### src/rtl/ps2kb_responder.sv
// ps2kb_responder
//   PS/2 keyboard receiver for the 4'hd bus window. It receives device-to-host
//   frames, folds the F0 break prefix into the following scan code, drops the
//   E0 extension prefix, and queues {break, scan} events in a small FIFO.
//   The FIFO head is presented to the bus and popped when a read access ends.
// Ports
//   clk        system clock, all state changes on posedge
//   rst_n      asynchronous active-low reset
//   ps2_clk    PS/2 clock pad (asynchronous)
//   ps2_data   PS/2 data pad (asynchronous)
//   ps2kb_rd   bus read strobe, high for the whole read access
//   ps2kb_key  {valid, break, scan[7:0]} of the FIFO head, zero when empty
//   ps2kb_ovf  sticky flag: a complete key event was dropped on a full FIFO
//   ps2kb_err  saturating count of parity, framing and timeout errors
module ps2kb_responder #(
  parameter int FIFO_AW     = 3,
  parameter int FILTER_LEN  = 4,
  parameter int TIMEOUT_CYC = 20000
) (
  input  logic       clk,
  input  logic       rst_n,
  input  logic       ps2_clk,
  input  logic       ps2_data,
  input  logic       ps2kb_rd,
  output logic [9:0] ps2kb_key,
  output logic       ps2kb_ovf,
  output logic [7:0] ps2kb_err
);

  localparam int DEPTH = 1 << FIFO_AW;
  localparam int FW    = $clog2(FILTER_LEN + 1);
  localparam int TW    = $clog2(TIMEOUT_CYC + 1);

  localparam logic [FW-1:0]    FILT_LAST = FW'(FILTER_LEN - 1);
  localparam logic [TW-1:0]    TMO_LAST  = TW'(TIMEOUT_CYC - 1);
  localparam logic [FIFO_AW:0] CNT_FULL  = {1'b1, {FIFO_AW{1'b0}}};

  typedef enum logic [1:0] {S_IDLE, S_DATA, S_PARITY, S_STOP} state_e;

  // Registered state
  logic [1:0]         clk_s_q, dat_s_q;
  logic               filt_q, filt_d, filt_prev_q;
  logic [FW-1:0]      filt_cnt_q, filt_cnt_d;
  state_e             state_q, state_d;
  logic [2:0]         bit_cnt_q, bit_cnt_d;
  logic [7:0]         shift_q, shift_d;
  logic               par_q, par_d;
  logic [TW-1:0]      tmo_cnt_q, tmo_cnt_d;
  logic               break_pend_q, break_pend_d;
  logic [7:0]         err_q, err_d;
  logic               ovf_q, ovf_d;
  logic               rd_q;
  logic [FIFO_AW-1:0] wr_ptr_q, wr_ptr_d, rd_ptr_q, rd_ptr_d;
  logic [FIFO_AW:0]   count_q, count_d;
  logic [8:0]         mem [DEPTH];

  // Combinational helpers
  logic fall, din, push_req, err_inc, empty, full, push, pop;

  always_comb begin
    // NOTE: every signal assigned here gets a default first, so no path can
    // leave it unassigned and infer a latch.
    filt_d       = filt_q;
    filt_cnt_d   = '0;
    state_d      = state_q;
    bit_cnt_d    = bit_cnt_q;
    shift_d      = shift_q;
    par_d        = par_q;
    tmo_cnt_d    = tmo_cnt_q;
    break_pend_d = break_pend_q;
    push_req     = 1'b0;
    err_inc      = 1'b0;

    // Glitch filter: the raw level must differ for FILTER_LEN consecutive
    // cycles before the filtered copy follows it.
    if (clk_s_q[1] != filt_q) begin
      if (filt_cnt_q == FILT_LAST) filt_d = clk_s_q[1];
      else                         filt_cnt_d = filt_cnt_q + FW'(1);
    end

    fall = filt_prev_q & ~filt_q;
    din  = dat_s_q[1];

    if (fall) begin
      tmo_cnt_d = '0;
      unique case (state_q)
        S_IDLE: begin
          if (!din) begin
            state_d   = S_DATA;
            bit_cnt_d = '0;
          end
        end
        S_DATA: begin
          shift_d = {din, shift_q[7:1]};  // LSB arrives first
          if (bit_cnt_q == 3'd7) state_d = S_PARITY;
          else                   bit_cnt_d = bit_cnt_q + 3'd1;
        end
        S_PARITY: begin
          par_d   = din;
          state_d = S_STOP;
        end
        S_STOP: begin
          state_d = S_IDLE;
          if (din && (^{shift_q, par_q})) begin
            if (shift_q == 8'hF0) begin
              break_pend_d = 1'b1;
            end else if (shift_q != 8'hE0) begin
              push_req     = 1'b1;
              break_pend_d = 1'b0;  // consumed even if the FIFO drops the entry
            end
          end else begin
            err_inc = 1'b1;
          end
        end
        default: state_d = S_IDLE;
      endcase
    end else if (state_q != S_IDLE) begin
      if (tmo_cnt_q == TMO_LAST) begin
        state_d   = S_IDLE;
        tmo_cnt_d = '0;
        err_inc   = 1'b1;
      end else begin
        tmo_cnt_d = tmo_cnt_q + TW'(1);
      end
    end

    err_d = (err_inc && err_q != 8'hFF) ? err_q + 8'd1 : err_q;

    // FIFO control. A push on a full FIFO still succeeds when a pop happens
    // in the same cycle.
    empty = (count_q == '0);
    full  = (count_q == CNT_FULL);
    pop   = rd_q & ~ps2kb_rd & ~empty;
    push  = push_req & (~full | pop);
    ovf_d = ovf_q | (push_req & full & ~pop);

    wr_ptr_d = push ? wr_ptr_q + FIFO_AW'(1) : wr_ptr_q;
    rd_ptr_d = pop  ? rd_ptr_q + FIFO_AW'(1) : rd_ptr_q;
    unique case ({push, pop})
      2'b10:   count_d = count_q + (FIFO_AW + 1)'(1);
      2'b01:   count_d = count_q - (FIFO_AW + 1)'(1);
      default: count_d = count_q;
    endcase
  end

  // NOTE: sequential state uses non-blocking assignments so every flop
  // samples the pre-edge values regardless of statement order.
  always_ff @(posedge clk or negedge rst_n) begin
    if (!rst_n) begin
      clk_s_q      <= 2'b11;
      dat_s_q      <= 2'b11;
      filt_q       <= 1'b1;
      filt_prev_q  <= 1'b1;
      filt_cnt_q   <= '0;
      state_q      <= S_IDLE;
      bit_cnt_q    <= '0;
      shift_q      <= '0;
      par_q        <= 1'b0;
      tmo_cnt_q    <= '0;
      break_pend_q <= 1'b0;
      err_q        <= '0;
      ovf_q        <= 1'b0;
      rd_q         <= 1'b0;
      wr_ptr_q     <= '0;
      rd_ptr_q     <= '0;
      count_q      <= '0;
    end else begin
      clk_s_q      <= {clk_s_q[0], ps2_clk};
      dat_s_q      <= {dat_s_q[0], ps2_data};
      filt_q       <= filt_d;
      filt_prev_q  <= filt_q;
      filt_cnt_q   <= filt_cnt_d;
      state_q      <= state_d;
      bit_cnt_q    <= bit_cnt_d;
      shift_q      <= shift_d;
      par_q        <= par_d;
      tmo_cnt_q    <= tmo_cnt_d;
      break_pend_q <= break_pend_d;
      err_q        <= err_d;
      ovf_q        <= ovf_d;
      rd_q         <= ps2kb_rd;
      wr_ptr_q     <= wr_ptr_d;
      rd_ptr_q     <= rd_ptr_d;
      count_q      <= count_d;
    end
  end

  // NOTE: the storage array is not reset; count_q gates its visibility, so
  // stale contents are never observed.
  always_ff @(posedge clk) begin
    if (push) mem[wr_ptr_q] <= {break_pend_q, shift_q};
  end

  // Output only depends on registered FIFO state, never on ps2kb_rd.
  assign ps2kb_key = empty ? 10'h000 : {1'b1, mem[rd_ptr_q]};
  assign ps2kb_ovf = ovf_q;
  assign ps2kb_err = err_q;

endmodule

### config.mk
export PLATFORM = sky130hd
export DESIGN_NAME = ps2kb_responder
export DESIGN_NICKNAME = d
export VERILOG_FILES = /design/src/rtl/ps2kb_responder.sv
export SDC_FILE = /design/constraint.sdc
export NUM_CORES = 1
export LEC_CHECK = 0
export CORE_MARGIN = 3
export CORE_UTILIZATION = 51
export DETAILED_ROUTE_END_ITERATION = 10
export PLACE_DENSITY = 0.73
export SYNTH_ARGS = -nofsm -noshare
export SYNTH_HDL_FRONTEND = slang
export SYNTH_SLANG_ARGS = --single-unit
export TNS_END_PERCENT = 30
### constraint.sdc
create_clock -name clk -period 6.5 [get_ports clk]
set_clock_uncertainty 0.2 [all_clocks]
set_input_delay 1.3 -clock clk [delete_from_list [all_inputs] [get_ports clk]]
set_output_delay 1.3 -clock clk [all_outputs]
set_load 0.01 [all_outputs]
### Routing congestion map, run 1

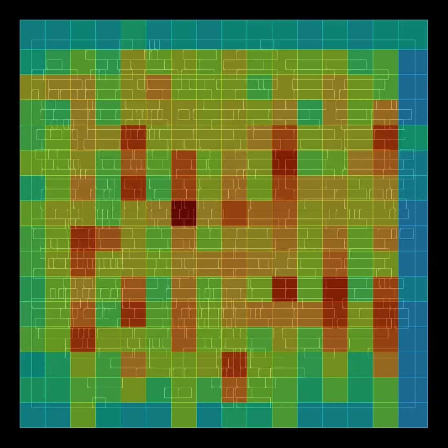
Final Util: 63.31%
M1 GR Usage: 22.20%
drt wl/cell: 18.41 um
most used routing layer: met2

### Wiring heat map, run 1

Scale bar: 20 um. The die is cut into 22 by 22 equal tiles; dark purple is low, yellow is high, scaled to the fullest tile. Values are wire area over tile area, all layers added.
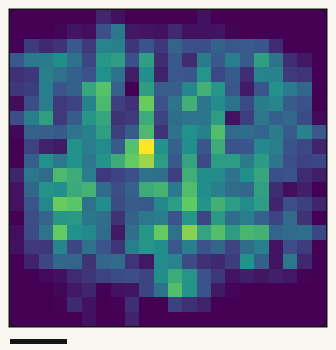
16% of the tiles are over half the peak. The fullest tile reaches 0.50. The densest ninth of the die: centre.

### Nets reached from selected ports, run 1

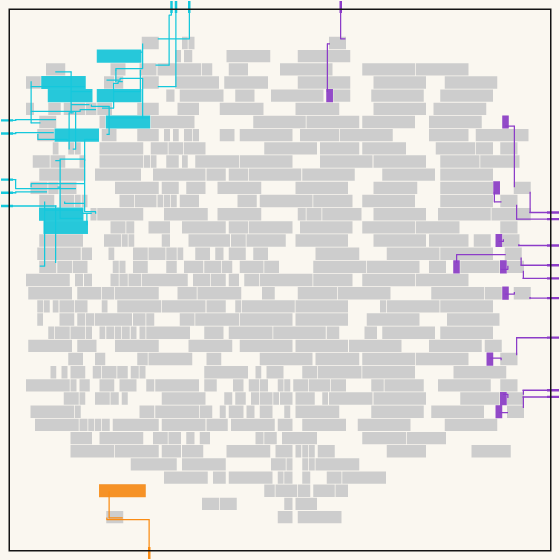
ps2kb_key: in purple, direction output, end cells 10, buffers 10, wire 120 um. ps2kb_err: in cyan, direction output, end cells 8, buffers 8, wire 340 um. ps2_clk: in orange, direction input, end cells 1, buffers 1, wire 23.2 um.
number of port buffers: 23
I/O Pins: 24

==> run summary, run 1 <==
Yosys cell count - 379
Top cell excl fill/tap - edfxtp_1
Met2 GRT Util - 31.08%
DPL Wire Length - 6754 um
Seq/total area - 54.56%
Comb power frac - 24.5%
Routability cong. - 0.8070
Peak Freq - 235.0 MHz
Logic inverters - 9
Layout Cells excl Fill - 569
Power Density - 404.4 nW/um^2
Post-synth seq share - 64.19%
Largest logic family - multiplexers
Seq cells - 131
Met3 Use GR - 4.185%
Crit share post-route - 65.48%
Vias - 3214
First drt pass iteration count - 4
RSZ-0062 raised after global routing - no
# hold bufs at CTS - 0
Multi-input gates - 231
Ys flops - 131
Post-CTS Setup Bufs - 0
Dpl ws - 2.635 ns
Critical R2R Launch - shift_q[0]
Placed cell area - 6108 um^2
Syn Std Cell Area - 5680 um^2
Root buffer cell - clkbuf_8
Area fraction in xor and xnor cells - 5.132%
Clock sink total - 131
Min-Delay Endpoint - dat_s_q[1]
Slew margin rel. - 31.09%
Tap Cells - 136
Num CTS Buffers - 17
Hold depth - 0
CTS tree - yes
Chip area - 12440 um^2
P_comb - 0.663 mW
Final Hold Vio Count - 0
Status - completed
Worst hold path type - reg -> reg
run 1: worst reg2reg max path: stages (launching register included):
cell,delay [ns]
dfrtp_1,0.58
xor3_1,0.45
a2111oi_0,0.49
mux2i_1,0.31
nand2_1,0.18
inv_1,0.11
ha_1,0.28
a21o_1,0.18
a21oi_1,0.20
mux2i_1,0.27
xnor2_1,0.14
run 1: cells in the mapped netlist, drive strengths merged (3+ instances only):
library cell | n | area [um^2]
edfxtp | 72 | 2162
dfrtp | 53 | 1326
nand2 | 31 | 116.4
nor2 | 31 | 116.4
mux4 | 18 | 405.4
xnor2 | 16 | 140.1
mux2 | 14 | 157.6
mux2i | 14 | 140.1
ha | 13 | 162.7
xor2 | 12 | 105.1
nand3 | 10 | 55.05
o21ai | 10 | 50.05
inv | 9 | 33.78
nor3 | 9 | 45.04
clkbuf | 6 | 22.52
dfstp | 6 | 157.7
nand4 | 6 | 37.54
nand2b | 5 | 31.28
a21oi | 3 | 15.01
nand4b | 3 | 26.28
nor2b | 3 | 18.77
nor3b | 3 | 22.52
nor4 | 3 | 33.78
or3 | 3 | 21.27
run 1: per-layer routing:
| layer | share of wire (%) | up-vias |
|---|---|---|
| met2 | 52 | 75 |
| met3 | 3.7 | 17 |
| li1 | - | 1501 |
| met4 | 1.7 | 0 |
| met5 | 0 | - |
| met1 | 43 | 1621 |
run 1: state kept, by name, summed over array words and instances (netlist names):
name,flops
dat_s_q,2
break_pend_q,1
filt_prev_q,1
filt_q,1
rd_q,1
par_q,1
clk_s_q,2
bit_cnt_q,3
ps2kb_err,8
shift_q,8
mem,72
rd_ptr_q,3
tmo_cnt_q,15
filt_cnt_q,3
ps2kb_ovf,1
state_q,2
wr_ptr_q,3
count_q,4
==> inputs of run 2 (changes only) <==
Settings changed: PLACE_DENSITY 0.73 to 0.76.
Clock period 6.5 ns to 3.9 ns, I/O delays scaled along.
==> run 2 against run 1 <==
Against the previous run: via count is 1.5% higher; utilization increased by 0.31 points; clock-buffer cell count shrank 1; wire length decreased by 0.45%; sequential power grew 62%; first-iteration DRC count is 40% higher; cell count rose by 0.88%; largest cell class unchanged.
==> run summary, run 2 <==
Status - completed
Peak Freq - 287.9 MHz
Post-synth top cells - 72 x edfxtp_1, 53 x dfrtp_1, 31 x nand2_1, 31 x nor2_1, 18 x mux4_2
P_comb - 1.18 mW (+78%)
RSZ-0062 raised after global routing - no
Number of port buffers - 23 (unchanged)
Placed cell area - 6141 um^2 (+0.53%)
Chip area - 12440 um^2 (unchanged)
I/O Pins - 24 (unchanged)
Worst hold path type - in -> async
First drt pass iteration count - 4 (unchanged)
Final Hold Vio Count - 0 (unchanged)
Crit share post-route - 89.06%
Routability cong. - 0.8133 (+0.78%)
DPL Wire Length - 6704 um (-0.73%)
Slew margin rel. - 51.62% (+21 points)
Synth top area cells - edfxtp_1 38%, dfrtp_1 23%, mux4_2 7.1%
Post-CTS Setup Bufs - 0 (unchanged)
CTS tree - yes
Largest regs - mem x72, tmo_cnt_q x15
Post-synth seq share - 64.19% (unchanged)
Post-synth top area cell - edfxtp_1
Largest register FFs - 72 (unchanged)
# hold bufs at CTS - 0 (unchanged)
Yosys cell count - 379 (unchanged)
run 2: cell types whose count changed in the layout (fill, tap and decap cells not counted), sizes merged:
cell      delta
inv          +7
buf          +5
clkinv       -4
bufinv       -1
clkbuf       -1
clkinvlp     -1
run 2: cell type report:
cell class,count,area [um^2],share of cell area [%]
repair buffers,35,315.3,4.695
clock inverters,15,160.2,2.385
inverters,9,33.78,0.5031
flip-flops and latches,131,3646,54.29
clock buffers,17,414.1,6.167
multi-input cells,231,1976,29.42
well taps,136,170.2,2.534
run 2: final timing paths:
path | startpoint | endpoint | cells after the start
max | rd_ptr_q[0] | ps2kb_key[7] | 5
min | rst_n | ps2kb_err[7] | 1
max reg2reg | shift_q[0] | count_q[3] | 10
min reg2reg | dat_s_q[0] | dat_s_q[1] | 0
max in group asynchronous | rst_n | filt_prev_q | 2
min in group clk | dat_s_q[0] | dat_s_q[1] | 0
run 2: cells by family after synthesis:
kind of cell | after synthesis | synth area share, %
AND-OR/OR-AND | 26 | 3.349
XOR/XNOR | 30 | 5.132
AND/OR/NAND/NOR | 115 | 10.59
adder cells (fa/ha/maj) | 14 | 3.216
flip-flops | 131 | 64.18
buffers and inverters | 17 | 1.145
multiplexers | 46 | 12.38
run 2: critical path, delay by kind of cell (launching register included):
family	cells	cell delay (ns)
buf+inv	2	0.83
mux	2	0.75
simple gates	1	0.06
flops	1	0.32
run 2: per-stage QoR:
step	util [%]	hold WS, ns	power (mW)	cells
global route	63.62	0.1589	4.765	574
detailed placement	58.18	0.1470	3.045	542
global placement	58.18	0.1460	2.985	542
floorplan	-	0.1452	2.627	379
CTS	63.62	0.1230	4.570	574
finish	63.62	0.1256	4.524	574
run 2: per-layer routing:
metal  wire length, um  GRT usage, %
met5                 0             0
met1              4340         23.02
met4               180         6.975
met3               531         5.163
met2              5375         30.24
### Placed cells, one colour a class, run 2

Scale bar: 20 um.
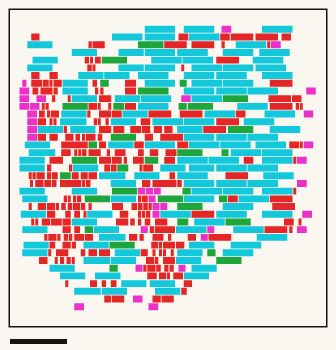
clock drivers and dummy loads: in green, cells 32, share of their area 8.8%. flops: in cyan, cells 131, share of their area 56%. other buffers and delay cells: in magenta, cells 35, share of their area 4.8%. all other logic: in red, cells 240, share of their area 31%.

### Routing congestion map, run 2

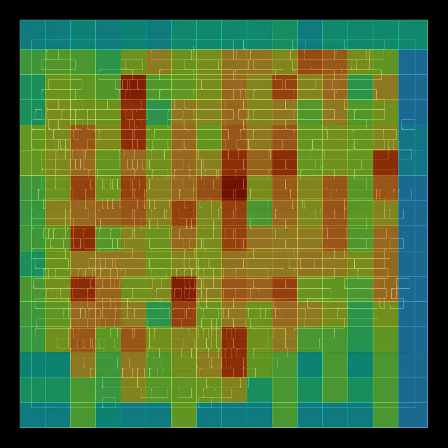
drt wl/cell: 18.17 um
met3 Use GR: 5.163%

Power figures rest on the tool's default switching activity, not on a simulated workload.
